**src/rtl/ahb_default_slave_cfg.sv**
```systemverilog
// ---------------------------------------------------------------------------
// ahb_default_slave_cfg
//
// Configurable AHB default slave.  Answers every transfer routed to an
// unmapped region, either with a two-cycle ERROR response or with an OKAY
// read-as-zero / write-ignored response, after WAIT_STATES wait cycles.
// For debug it captures the address/direction of the last erroring transfer,
// counts ERROR responses (saturating) and pulses ERR_IRQ once per error.
//
// Ports:
//   HCLK, HRESETn  clock, asynchronous active-low reset
//   HSEL, HADDR, HTRANS, HWRITE, HREADY   AHB address phase / bus ready
//   HREADYOUT, HRESP, HRDATA              AHB data-phase response
//   ERR_IRQ        one-cycle pulse while the first ERROR cycle is presented
//   FAULT_ADDR     HADDR of the most recent ERROR-responded transfer
//   FAULT_WRITE    HWRITE of that transfer
//   ERR_COUNT      saturating count of ERROR responses
//   CNT_CLR        synchronous clear of ERR_COUNT
// ---------------------------------------------------------------------------
module ahb_default_slave_cfg #(
    parameter int unsigned ADDR_WIDTH  = 32,
    parameter int unsigned DATA_WIDTH  = 32,
    parameter int unsigned WAIT_STATES = 0,
    parameter int unsigned RESP_MODE   = 0,
    parameter int unsigned CNT_WIDTH   = 8
) (
    input  logic                  HCLK,
    input  logic                  HRESETn,
    input  logic                  HSEL,
    input  logic [ADDR_WIDTH-1:0] HADDR,
    input  logic [1:0]            HTRANS,
    input  logic                  HWRITE,
    input  logic                  HREADY,
    output logic                  HREADYOUT,
    output logic [1:0]            HRESP,
    output logic [DATA_WIDTH-1:0] HRDATA,
    output logic                  ERR_IRQ,
    output logic [ADDR_WIDTH-1:0] FAULT_ADDR,
    output logic                  FAULT_WRITE,
    output logic [CNT_WIDTH-1:0]  ERR_COUNT,
    input  logic                  CNT_CLR
);

    // The wait counter is 4 bits wide; larger settings cannot be honoured.
    if (WAIT_STATES > 15) begin : g_bad_wait_states
        $error("ahb_default_slave_cfg: WAIT_STATES=%0d exceeds 15", WAIT_STATES);
    end
    if (RESP_MODE > 1) begin : g_bad_resp_mode
        $error("ahb_default_slave_cfg: RESP_MODE=%0d must be 0 or 1", RESP_MODE);
    end

    typedef enum logic [2:0] {
        S_IDLE,
        S_WAIT,
        S_ERR1,
        S_ERR2,
        S_DONE
    } state_t;

    localparam logic [3:0] WAIT_LOAD =
        (WAIT_STATES > 0) ? 4'(WAIT_STATES - 1) : 4'd0;
    localparam logic [CNT_WIDTH-1:0] CNT_MAX = '1;

    state_t                  state_q, state_d;
    logic [3:0]              wcnt_q, wcnt_d;
    logic [CNT_WIDTH-1:0]    cnt_q, cnt_d;
    logic [ADDR_WIDTH-1:0]   fault_addr_q, fault_addr_d;
    logic                    fault_write_q, fault_write_d;
    logic                    accept;
    logic                    take;
    logic                    err_entry;
    logic                    unused_ok;

    assign accept    = HSEL & HREADY & HTRANS[1];
    assign unused_ok = HTRANS[0];

    always_ff @(posedge HCLK or negedge HRESETn) begin
        if (!HRESETn) begin
            state_q       <= S_IDLE;
            wcnt_q        <= '0;
            cnt_q         <= '0;
            fault_addr_q  <= '0;
            fault_write_q <= 1'b0;
        end else begin
            state_q       <= state_d;
            wcnt_q        <= wcnt_d;
            cnt_q         <= cnt_d;
            fault_addr_q  <= fault_addr_d;
            fault_write_q <= fault_write_d;
        end
    end

    always_comb begin
        state_d = state_q;
        wcnt_d  = wcnt_q;
        take    = 1'b0;
        unique case (state_q)
            // States whose data phase completes this cycle may take a new
            // address phase, which keeps pipelined transfers gap-free.
            S_IDLE, S_ERR2, S_DONE: begin
                state_d = S_IDLE;
                if (accept) begin
                    take = 1'b1;
                    if (WAIT_STATES > 0) begin
                        state_d = S_WAIT;
                        wcnt_d  = WAIT_LOAD;
                    end else if (RESP_MODE == 0) begin
                        state_d = S_ERR1;
                    end else begin
                        state_d = S_IDLE;
                    end
                end
            end
            S_WAIT: begin
                if (wcnt_q == '0) begin
                    state_d = (RESP_MODE == 0) ? S_ERR1 : S_DONE;
                end else begin
                    wcnt_d = wcnt_q - 4'd1;
                end
            end
            S_ERR1:  state_d = S_ERR2;
            default: state_d = S_IDLE;
        endcase
    end

    // Error count advances on the edge that enters ERR1; a coincident clear
    // still records that new error.
    assign err_entry = (state_d == S_ERR1);

    always_comb begin
        cnt_d = cnt_q;
        if (CNT_CLR) begin
            cnt_d = err_entry ? CNT_WIDTH'(1) : '0;
        end else if (err_entry && (cnt_q != CNT_MAX)) begin
            cnt_d = cnt_q + 1'b1;
        end
    end

    always_comb begin
        fault_addr_d  = fault_addr_q;
        fault_write_d = fault_write_q;
        if (take && (RESP_MODE == 0)) begin
            fault_addr_d  = HADDR;
            fault_write_d = HWRITE;
        end
    end

    assign HREADYOUT   = (state_q inside {S_IDLE, S_ERR2, S_DONE});
    assign HRESP       = {1'b0, (state_q inside {S_ERR1, S_ERR2})};
    assign HRDATA      = '0;
    assign ERR_IRQ     = (state_q == S_ERR1);
    assign FAULT_ADDR  = fault_addr_q;
    assign FAULT_WRITE = fault_write_q;
    assign ERR_COUNT   = cnt_q;

endmodule

```
**config.mk**
```make
export PLATFORM = sky130hd
export DESIGN_NAME = ahb_default_slave_cfg
export DESIGN_NICKNAME = d
export VERILOG_FILES = /design/src/rtl/ahb_default_slave_cfg.sv
export SDC_FILE = /design/constraint.sdc
export NUM_CORES = 1
export LEC_CHECK = 0
export ABC_AREA = 0
export CAP_MARGIN = 10
export CORE_ASPECT_RATIO = 1.25
export CORE_MARGIN = 3
export CORE_UTILIZATION = 30
export CTS_BUF_LIST = sky130_fd_sc_hd__clkbuf_16
export CTS_CLUSTER_SIZE = 20
export DETAILED_ROUTE_END_ITERATION = 8
export SLEW_MARGIN = 25
export SYNTH_ARGS = -nofsm -noshare
export SYNTH_HDL_FRONTEND = slang
export SYNTH_SLANG_ARGS = --single-unit
```
**constraint.sdc**
```tcl
create_clock -name HCLK -period 2.3 [get_ports HCLK]
set_input_delay 0.46 -clock HCLK [delete_from_list [all_inputs] [get_ports HCLK]]
set_output_delay 0.46 -clock HCLK [all_outputs]
set_load 0.01 [all_outputs]
```
### Placed standard cells

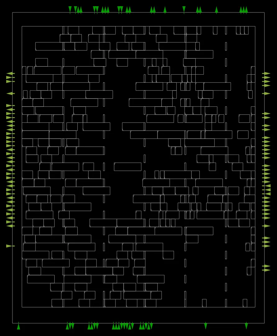
core area: 0.00753 mm^2
flop share of the area: 35.9%
Finished Layout Cells: 372
fill cell count: 711
Tapcells: 92

### Cell sizes after repair

Bar = 20 um.
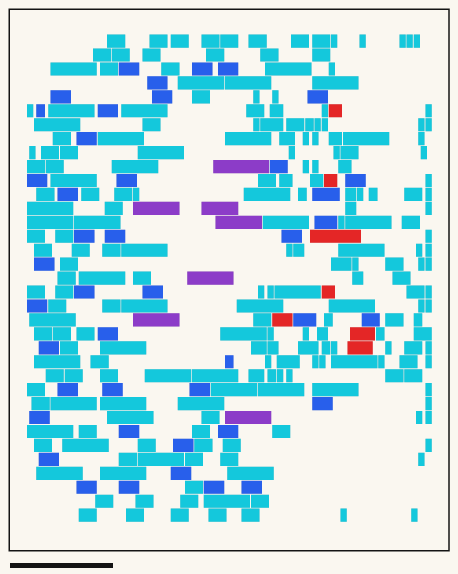
Key: _0 and _1 cells = cyan [cells 223, share 80%, most used clkdlybuf4s50_1]; _6 and larger = purple [cells 7, share 2.5%, most used clkbuf_16]; _2 cells = blue [cells 43, share 15%, most used mux2_2]; _3 and _4 cells = red [cells 7, share 2.5%, most used buf_4]

### Sequential cells colored by netlist name

Other sequential cells in the stronger gray, the rest of the logic in the fainter gray.
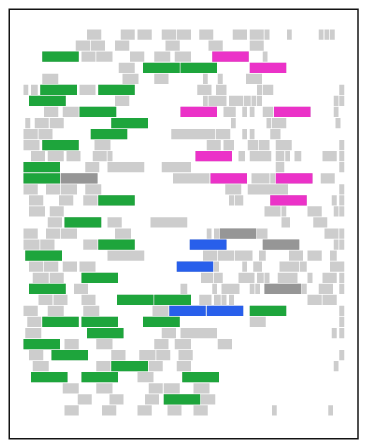
Key: `FAULT_ADDR` = green [sequential cells 32]; `wcnt_q` = blue [sequential cells 4]; `ERR_COUNT` = magenta [sequential cells 8]
Another 4 sequential cells are not colored.

### Clock wires, drivers and flops

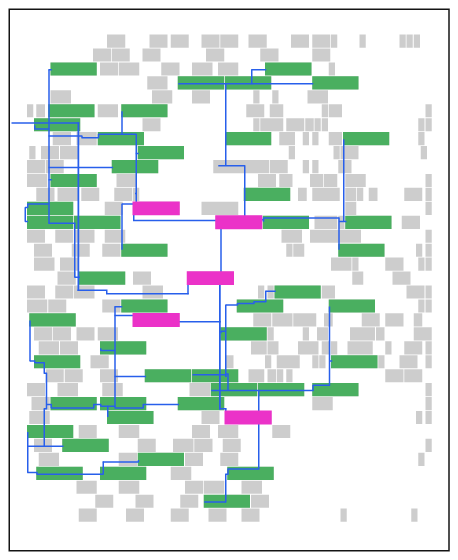
Key: clock wires = blue [length 625 um]; flip-flops = green [count 48]; clock drivers = magenta [count 5]
There are 6 routed clock nets.

[metal layers]
metal | global-route usage [%] | up-vias
met2 | 17.8 | 84
met3 | 4.69 | 5
li1 | - | 764
met1 | 12.7 | 790
met5 | 0 | -
met4 | 3.73 | 0
[registers in the layout (all words and copies together), names as in the netlist]
name	count
state_q	3
wcnt_q	4
FAULT_WRITE	1
FAULT_ADDR	32
ERR_COUNT	8
[power by group through the flow]
| stage | combinational, mW | sequential [mW] | clock, mW |
|---|---|---|---|
| 2_1_floorplan | 0.292 | 1.24 | 0 |
| 3_3_place_gp | 0.860 | 1.14 | 0 |
| 3_5_place_dp | 0.867 | 1.15 | 0 |
| 4_1_cts | 0.870 | 1.14 | 0.837 |
| 5_1_grt | 0.920 | 1.16 | 0.861 |
| 6_report | 0.852 | 1.14 | 0.800 |
[through the flow]
step | cells | power [mW]
final | 372 | 2.79
after global routing | 372 | 2.95
after CTS | 372 | 2.85
after detailed placement | 364 | 2.02
after global placement | 364 | 2.00
after floorplan | 225 | 1.53
[final cells by class]
class / count / area [um^2] / area share (%)
clock inverters: 3 / 38.8 / 1.16
inverters: 6 / 22.5 / 0.674
clock buffers: 5 / 125 / 3.74
multi-input cells: 132 / 981 / 29.4
repair buffers: 86 / 858 / 25.7
flip-flops and latches: 48 / 1200 / 35.9
well taps: 92 / 115 / 3.44
[synth_stat cells (all sizes together)]
cell type	count
a211oi	3
clkbuf	1
o211a	1
a2111oi	2
a21boi	1
a211o	2
a32oi	1
a2111o	1
nand2	11
conb	1
inv	6
nor2b	4
a21o	1
and4bb	1
a31oi	1
nor2	12
ha	2
xor2	1
a21oi	2
xnor2	1
buf	38
dfrtp	48
nand3	4
nand2b	1
a222oi	1
mux2i	3
nor4	1
mux2	37
o21ai	2
o21bai	1
nand4	1
[worst max path at each step]
stage | from | end | cells past startpoint
2_1_floorplan | wcnt_q[0]$_DFFE_PN0P_ | ERR_COUNT[7]$_DFFE_PN0P_ | 6
3_3_place_gp | HTRANS[1] | ERR_COUNT[7]$_DFFE_PN0P_ | 5
3_5_place_dp | HTRANS[1] | ERR_COUNT[7]$_DFFE_PN0P_ | 5
4_1_cts | state_q[1]$_DFF_PN0_ | HREADYOUT | 3
5_1_grt | wcnt_q[0]$_DFFE_PN0P_ | ERR_COUNT[7]$_DFFE_PN0P_ | 6
6_report | state_q[1]$_DFF_PN0_ | HREADYOUT | 3
[worst reg2reg max path: cells and delay by family, from the launching register on]
family	cells	cell delay, ns
multiplexers	1	0.37
buffers and inverters	1	0.07
adder cells (fa/ha/maj)	1	0.20
flip-flops	1	0.40
AND-OR/OR-AND	1	0.43
AND/OR/NAND/NOR	2	0.41
[cell families after synthesis]
group	Yosys count	synth area share (%)
compound gates	19	7.50
mux	40	18.9
simple gates	35	7.82
xor+xnor	2	0.740
other cells	1	0.158
fa+ha+maj	2	1.06
buf+inv	45	13.2
flops	48	50.7
==> impl_metrics.json <==
{
  "clockBufferDepth": 2,
  "power_density_mw_per_mm2": 835,
  "fin_util_pct": 44.4,
  "seq_power_share_pct": 40.8,
  "max_stage_delay_ns": 0.55,
  "p_leak_nw": 1.46,
  "crit_fanout": 5,
  "cts-root-buf": "clkbuf_16",
  "ys_cells": 192,
  "worstPathCellList": "nor2b_4 > a21oi_1 > clkdlybuf4s50_1",
  "area_growth_pct": 41.1,
  "warnings": 27,
  "clkSlewWorstSetupHoldPaths_ns": 0.06,
  "synth_area_mm2": 0.00237,
  "final_area_mm2": 0.00334,
  "grt_setup_unrepaired": "no",
  "postCtsHoldBufs": 0,
  "antenna_cells": 0,
  "p_switching_uw": 707,
  "status": "completed",
  "maxCapViolCount": 0,
  "drt_wl_total_um": 4740,
  "r2r_cells": 6,
  "hpwl_um": 3600,
  "met3_length_um": 549,
  "yosys_area_mm2": 0.00237,
  "numPortBuffers": 82,
  "antenna_found_initial": 0,
  "gp_congestion": 0.809,
  "place_area_mm2": 0.00318
}
Power is estimated from default activity; no workload was simulated.
